File: src/rtl/lsu_ctrl.sv
// Load/store unit front-end: alignment/legality check, word-aligned memory request
// with byte mask, and sized sign/zero-extended load return. One transaction in flight.
module lsu_ctrl #(
  parameter int unsigned WIDTH = 32
) (
  input  logic             clk,
  input  logic             rst_n,
  input  logic             req_valid_i,
  output logic             req_ready_o,
  input  logic             req_we_i,
  input  logic [2:0]       req_op_i,
  input  logic [WIDTH-1:0] req_addr_i,
  input  logic [WIDTH-1:0] req_wdata_i,
  output logic             mem_req_valid_o,
  input  logic             mem_req_ready_i,
  output logic             mem_we_o,
  output logic [WIDTH-1:0] mem_addr_o,
  output logic [WIDTH-1:0] mem_wdata_o,
  output logic [3:0]       mem_wmask_o,
  input  logic             mem_rsp_valid_i,
  input  logic [WIDTH-1:0] mem_rdata_i,
  output logic             rsp_valid_o,
  input  logic             rsp_ready_i,
  output logic [WIDTH-1:0] rsp_rdata_o,
  output logic             rsp_err_o
);

  typedef enum logic [1:0] {
    S_IDLE = 2'd0,
    S_REQ  = 2'd1,
    S_WAIT = 2'd2,
    S_RESP = 2'd3
  } state_e;

  state_e           state_q, state_d;
  logic [2:0]       op_q, op_d;
  logic [1:0]       off_q, off_d;
  logic             we_q, we_d;
  logic [WIDTH-1:0] addr_q, addr_d;
  logic [WIDTH-1:0] wdata_q, wdata_d;
  logic [3:0]       wmask_q, wmask_d;
  logic [WIDTH-1:0] rdata_q, rdata_d;
  logic             err_q, err_d;

  logic             legal_c;
  logic             aligned_c;
  logic [3:0]       lane_wmask_c;
  logic [WIDTH-1:0] lane_wdata_c;
  logic [WIDTH-1:0] shifted_c;
  logic [WIDTH-1:0] load_ext_c;

  // Decode incoming request: legality, alignment and store byte-lane placement
  always_comb begin
    legal_c      = 1'b0;
    aligned_c    = 1'b1;
    lane_wmask_c = 4'b0000;
    lane_wdata_c = '0;
    if (req_we_i) begin
      legal_c = (req_op_i == 3'b000) || (req_op_i == 3'b001) || (req_op_i == 3'b010);
    end else begin
      legal_c = (req_op_i == 3'b000) || (req_op_i == 3'b001) || (req_op_i == 3'b010) ||
                (req_op_i == 3'b100) || (req_op_i == 3'b101);
    end
    if (req_op_i[1:0] == 2'b01) begin
      aligned_c = (req_addr_i[0] == 1'b0);
    end else if (req_op_i[1:0] == 2'b10) begin
      aligned_c = (req_addr_i[1:0] == 2'b00);
    end
    if (req_we_i) begin
      case (req_op_i)
        3'b000: begin
          lane_wmask_c = 4'b0001 << req_addr_i[1:0];
          lane_wdata_c = {4{req_wdata_i[7:0]}};
        end
        3'b001: begin
          lane_wmask_c = 4'b0011 << req_addr_i[1:0];
          lane_wdata_c = {2{req_wdata_i[15:0]}};
        end
        3'b010: begin
          lane_wmask_c = 4'b1111;
          lane_wdata_c = req_wdata_i;
        end
        default: begin
          lane_wmask_c = 4'b0000;
          lane_wdata_c = '0;
        end
      endcase
    end
  end

  // Extract and extend the addressed bytes of the returned word
  always_comb begin
    shifted_c  = mem_rdata_i >> {off_q, 3'b000};
    load_ext_c = '0;
    case (op_q)
      3'b000:  load_ext_c = {{(WIDTH-8){shifted_c[7]}}, shifted_c[7:0]};
      3'b100:  load_ext_c = {{(WIDTH-8){1'b0}}, shifted_c[7:0]};
      3'b001:  load_ext_c = {{(WIDTH-16){shifted_c[15]}}, shifted_c[15:0]};
      3'b101:  load_ext_c = {{(WIDTH-16){1'b0}}, shifted_c[15:0]};
      3'b010:  load_ext_c = shifted_c;
      default: load_ext_c = '0;
    endcase
  end

  // Next-state and datapath register updates
  always_comb begin
    state_d = state_q;
    op_d    = op_q;
    off_d   = off_q;
    we_d    = we_q;
    addr_d  = addr_q;
    wdata_d = wdata_q;
    wmask_d = wmask_q;
    rdata_d = rdata_q;
    err_d   = err_q;
    case (state_q)
      S_IDLE: begin
        if (req_valid_i) begin
          op_d    = req_op_i;
          off_d   = req_addr_i[1:0];
          rdata_d = '0;
          if (legal_c && aligned_c) begin
            we_d    = req_we_i;
            addr_d  = {req_addr_i[WIDTH-1:2], 2'b00};
            wdata_d = lane_wdata_c;
            wmask_d = lane_wmask_c;
            err_d   = 1'b0;
            state_d = S_REQ;
          end else begin
            we_d    = 1'b0;
            wmask_d = 4'b0000;
            err_d   = 1'b1;
            state_d = S_RESP;
          end
        end
      end
      S_REQ: begin
        if (mem_req_ready_i) state_d = S_WAIT;
      end
      S_WAIT: begin
        if (mem_rsp_valid_i) begin
          rdata_d = we_q ? '0 : load_ext_c;
          state_d = S_RESP;
        end
      end
      S_RESP: begin
        if (rsp_ready_i) state_d = S_IDLE;
      end
      default: state_d = S_IDLE;
    endcase
  end

  always_ff @(posedge clk or negedge rst_n) begin
    if (!rst_n) begin
      state_q <= S_IDLE;
      op_q    <= 3'b000;
      off_q   <= 2'b00;
      we_q    <= 1'b0;
      addr_q  <= '0;
      wdata_q <= '0;
      wmask_q <= 4'b0000;
      rdata_q <= '0;
      err_q   <= 1'b0;
    end else begin
      state_q <= state_d;
      op_q    <= op_d;
      off_q   <= off_d;
      we_q    <= we_d;
      addr_q  <= addr_d;
      wdata_q <= wdata_d;
      wmask_q <= wmask_d;
      rdata_q <= rdata_d;
      err_q   <= err_d;
    end
  end

  assign req_ready_o     = (state_q == S_IDLE);
  assign mem_req_valid_o = (state_q == S_REQ);
  assign rsp_valid_o     = (state_q == S_RESP);
  assign mem_we_o        = we_q;
  assign mem_addr_o      = addr_q;
  assign mem_wdata_o     = wdata_q;
  assign mem_wmask_o     = wmask_q;
  assign rsp_rdata_o     = rdata_q;
  assign rsp_err_o       = err_q;

endmodule

File: config.mk
export PLATFORM = sky130hd
export DESIGN_NAME = lsu_ctrl
export DESIGN_NICKNAME = d
export VERILOG_FILES = /design/src/rtl/lsu_ctrl.sv
export SDC_FILE = /design/constraint.sdc
export NUM_CORES = 1
export LEC_CHECK = 0
export CAP_MARGIN = 20
export CORE_UTILIZATION = 39
export CTS_CLUSTER_DIAMETER = 40
export DETAILED_ROUTE_END_ITERATION = 8
export MAX_ROUTING_LAYER = met4
export PLACE_DENSITY = 0.77
export SYNTH_ARGS = -nofsm -noshare
export SYNTH_HDL_FRONTEND = slang
export SYNTH_SLANG_ARGS = --single-unit
File: constraint.sdc
create_clock -name clk -period 1.8 [get_ports clk]
set_input_delay 0.36 -clock clk [delete_from_list [all_inputs] [get_ports clk]]
set_output_delay 0.36 -clock clk [all_outputs]
set_load 0.01 [all_outputs]
==> results.py <==
# Flow results
metrics = {
    "synth": {
        "ys_sh_aoi_pct": 19.0,
        "top_cell_area_share_pct": 52.3,
        "yosys.area.top_type": "dfrtp_1",
        "synth-edff-count": 0,
        "ys_seq_elements": 107,
        "synth-adder-area-share_pct": 0.978,
        "yosys.area_share.xor_xnor_pct": 0,
        "synthTopCellsByArea": "dfrtp_1 52%, mux2_1 7.3%, mux2i_1 4.9%",
        "synthArstFlopShare_pct": 100,
        "most_common_cell": "dfrtp_1",
        "synthCells": 442,
        "ys_sh_simple_pct": 9.10,
        "syn_area_um2": 5120,
        "top_cells_by_count": "107 x dfrtp_1, 40 x nand2_1, 33 x mux2_1, 25 x mux2i_1",
        "synthDistinctLibCells": 45,
        "ys_chip_area_um2": 5120,
        "ys_sh_mux_pct": 14.9,
        "ys_cells": 442,
        "avgSynthCellArea_um2": 11.6,
        "yosysWarningCount": 0,
        "flop_cell": "dfrtp_1",
    },
    "cells_and_area": {
        "sh_seq_area_pct": 32.7,
        "clk_share_pct": 3.11,
        "nFillCells": 1029,
        "largestClassByArea": "sequential cells",
        "comb_share_pct": 29.0,
        "stdcell_count": 865,
        "n_clock_buffer": 13,
        "n_antenna_cell": 0,
        "area_growth_pct": 60.4,
        "inv_count": 3,
        "mi_logic_area_um2": 2380,
        "buffer_area_share_pct": 32.5,
        "num-nets-final": 798,
        "nMultiInputCombCells": 299,
        "layout_top_cell": "clkdlybuf4s50_1",
        "layout-drive-gt1-share_pct": 16.7,
        "lay_top_cells": "201 x clkdlybuf4s50_1, 105 x dfrtp_1, 47 x buf_4",
    },
    "critical_path": {
        "path_delay_family": "buffers and inverters",
        "path_common_cell": "buf_12",
        "rrSetupSlack_ns": 0.001,
        "regToRegEndpoint": "mem_addr_o[25]",
        "crit_fanout": 8,
        "critPathKind": "flop to flop",
        "critPathCaptureType": "flop",
        "crit_end": "mem_addr_o[25]",
        "path_depth": 8,
        "r2r-start": "state_q[1]",
        "cp-start-kind": "flop",
        "critPathArrivalTime_ns": 2.02,
        "worstSetupStartpoint": "state_q[1]",
        "critPathMaxStageDelay_ns": 0.44,
        "required_ns": 2.02,
        "worst-path-buf-inv": 4,
    },
    "clock_network": {
        "post_cts_buffers": 3,
        "clkLatencyLatePin_ns": 0.34,
        "cts_made_buffers": 9,
        "cts.repair.resized": 19,
        "tritoncts": "yes",
        "clk_pin_slew_ns": 0.07,
        "cts_hold_buf": 1,
        "cts_max_level": 3,
        "clockBufferDepth": 2,
        "root_buffer": "clkbuf_16",
    },
    "pwr": {
        "switching_share_pct": 34.1,
        "pg_comb_mw": 5.88,
        "p_comb_share_pct": 50.4,
        "ir_worst_vdd_v": 0.000566,
        "leakagePower_nw": 3.62,
        "power.largest_group": "combinational logic",
        "clkPwrFrac_pct": 15.3,
        "p_int_mw": 7.70,
        "p_total_mw": 11.7,
        "pwr-share-seq_pct": 34.3,
        "p_switching_mw": 3.98,
        "sequentialPower_mw": 4.00,
    },
    "worst_hold_path": {
        "min_delay_worst_endpoint": "mem_addr_o[10]",
        "min_from": "mem_addr_o[10]",
        "hp-class": "flop to flop",
    },
    "drt": {
        "drc": 0,
        "top_layer": "met4",
        "drt_pre_antenna_iters": 7,
        "ant_nets": 0,
        "met2_length_um": 7300,
        "met1_length_um": 6840,
        "drt_iter0_markers": 322,
        "routed_via_density": 5.23,
    },
    "global_routing": {
        "antenna_found_initial": 0,
        "grt_use_met2_pct": 36.3,
        "grt_pass1_vias": 4611,
        "top_usage_layer": "met2",
        "grt_overflow": 0,
    },
    "final_timing": {
        "setup_viol": 0,
        "rsz0062_at_grt": "true",
        "hold_violations": 0,
        "drv_slew": 0,
        "holdWs_ns": 0.489,
        "post-route-min-period_ns": 1.80,
        "skew_ns": 0.00725,
        "relSlewSlack_pct": 66.4,
        "min_period_over_period_pct": 99.9,
        "worst_slew_pin_slew_ns": 0.503,
    },
    "placement": {
        "post-place-ws_ns": -0.448,
        "gp_congestion": 0.878,
        "hpwlAfterDp_um": 11600,
    },
    "die": {
        "row_count": 41,
        "core-area_um2": 12700,
        "fp-utilization_pct": 40.2,
        "dieHeight_um": 117,
        "boundaryPins": 211,
        "die_x_um": 117,
        "nWellTaps": 172,
    },
    "run_status": {
        "status": "finished, final reports clean",
    },
    "flow_run": {
        "warnings": 31,
        "max_cap_viol_count": 0,
    },
}
**Signal wires on met2**

Cells faint in the background.
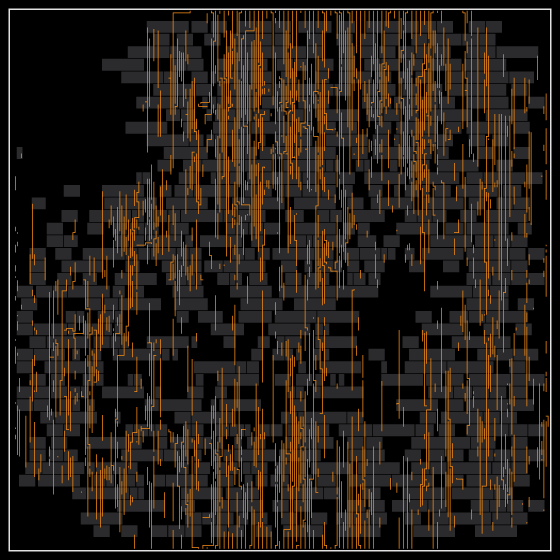
longest straight run: 40.1 um
wire length on this layer: 7300 um
nets with wire on the layer: 716
main direction: vertical
Total Wirelength: 15400 um
routed via count: 4525

**The metal 4 layer**

Supply wires on this layer in gray.
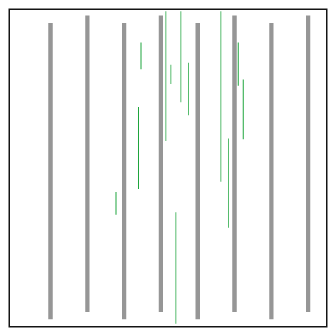
main direction: vertical
wire length on this layer: 328 um
share of all routed wire: 2.1%
longest straight run: 62.6 um

**Metal 3**

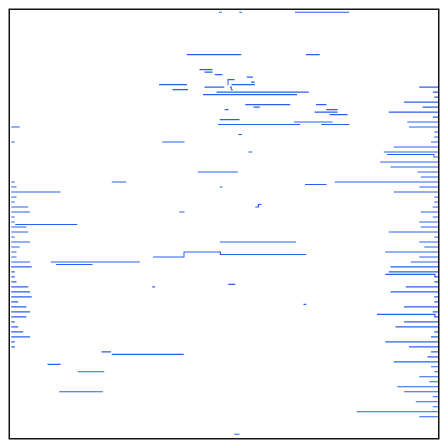
wire length on this layer: 940 um
share of all routed wire: 6.1%
main direction: horizontal
nets with wire on the layer: 134
longest straight run: 27.8 um
M3 GR Usage: 3.17%

**Congestion heat map**

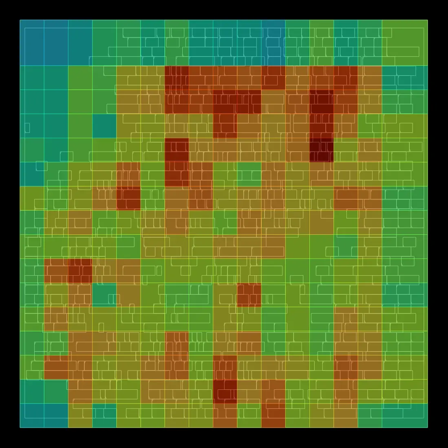
GR Util All Layers: 23.4%
Core Util, Final: 64.5%

Power and IR drop assume default switching activity.
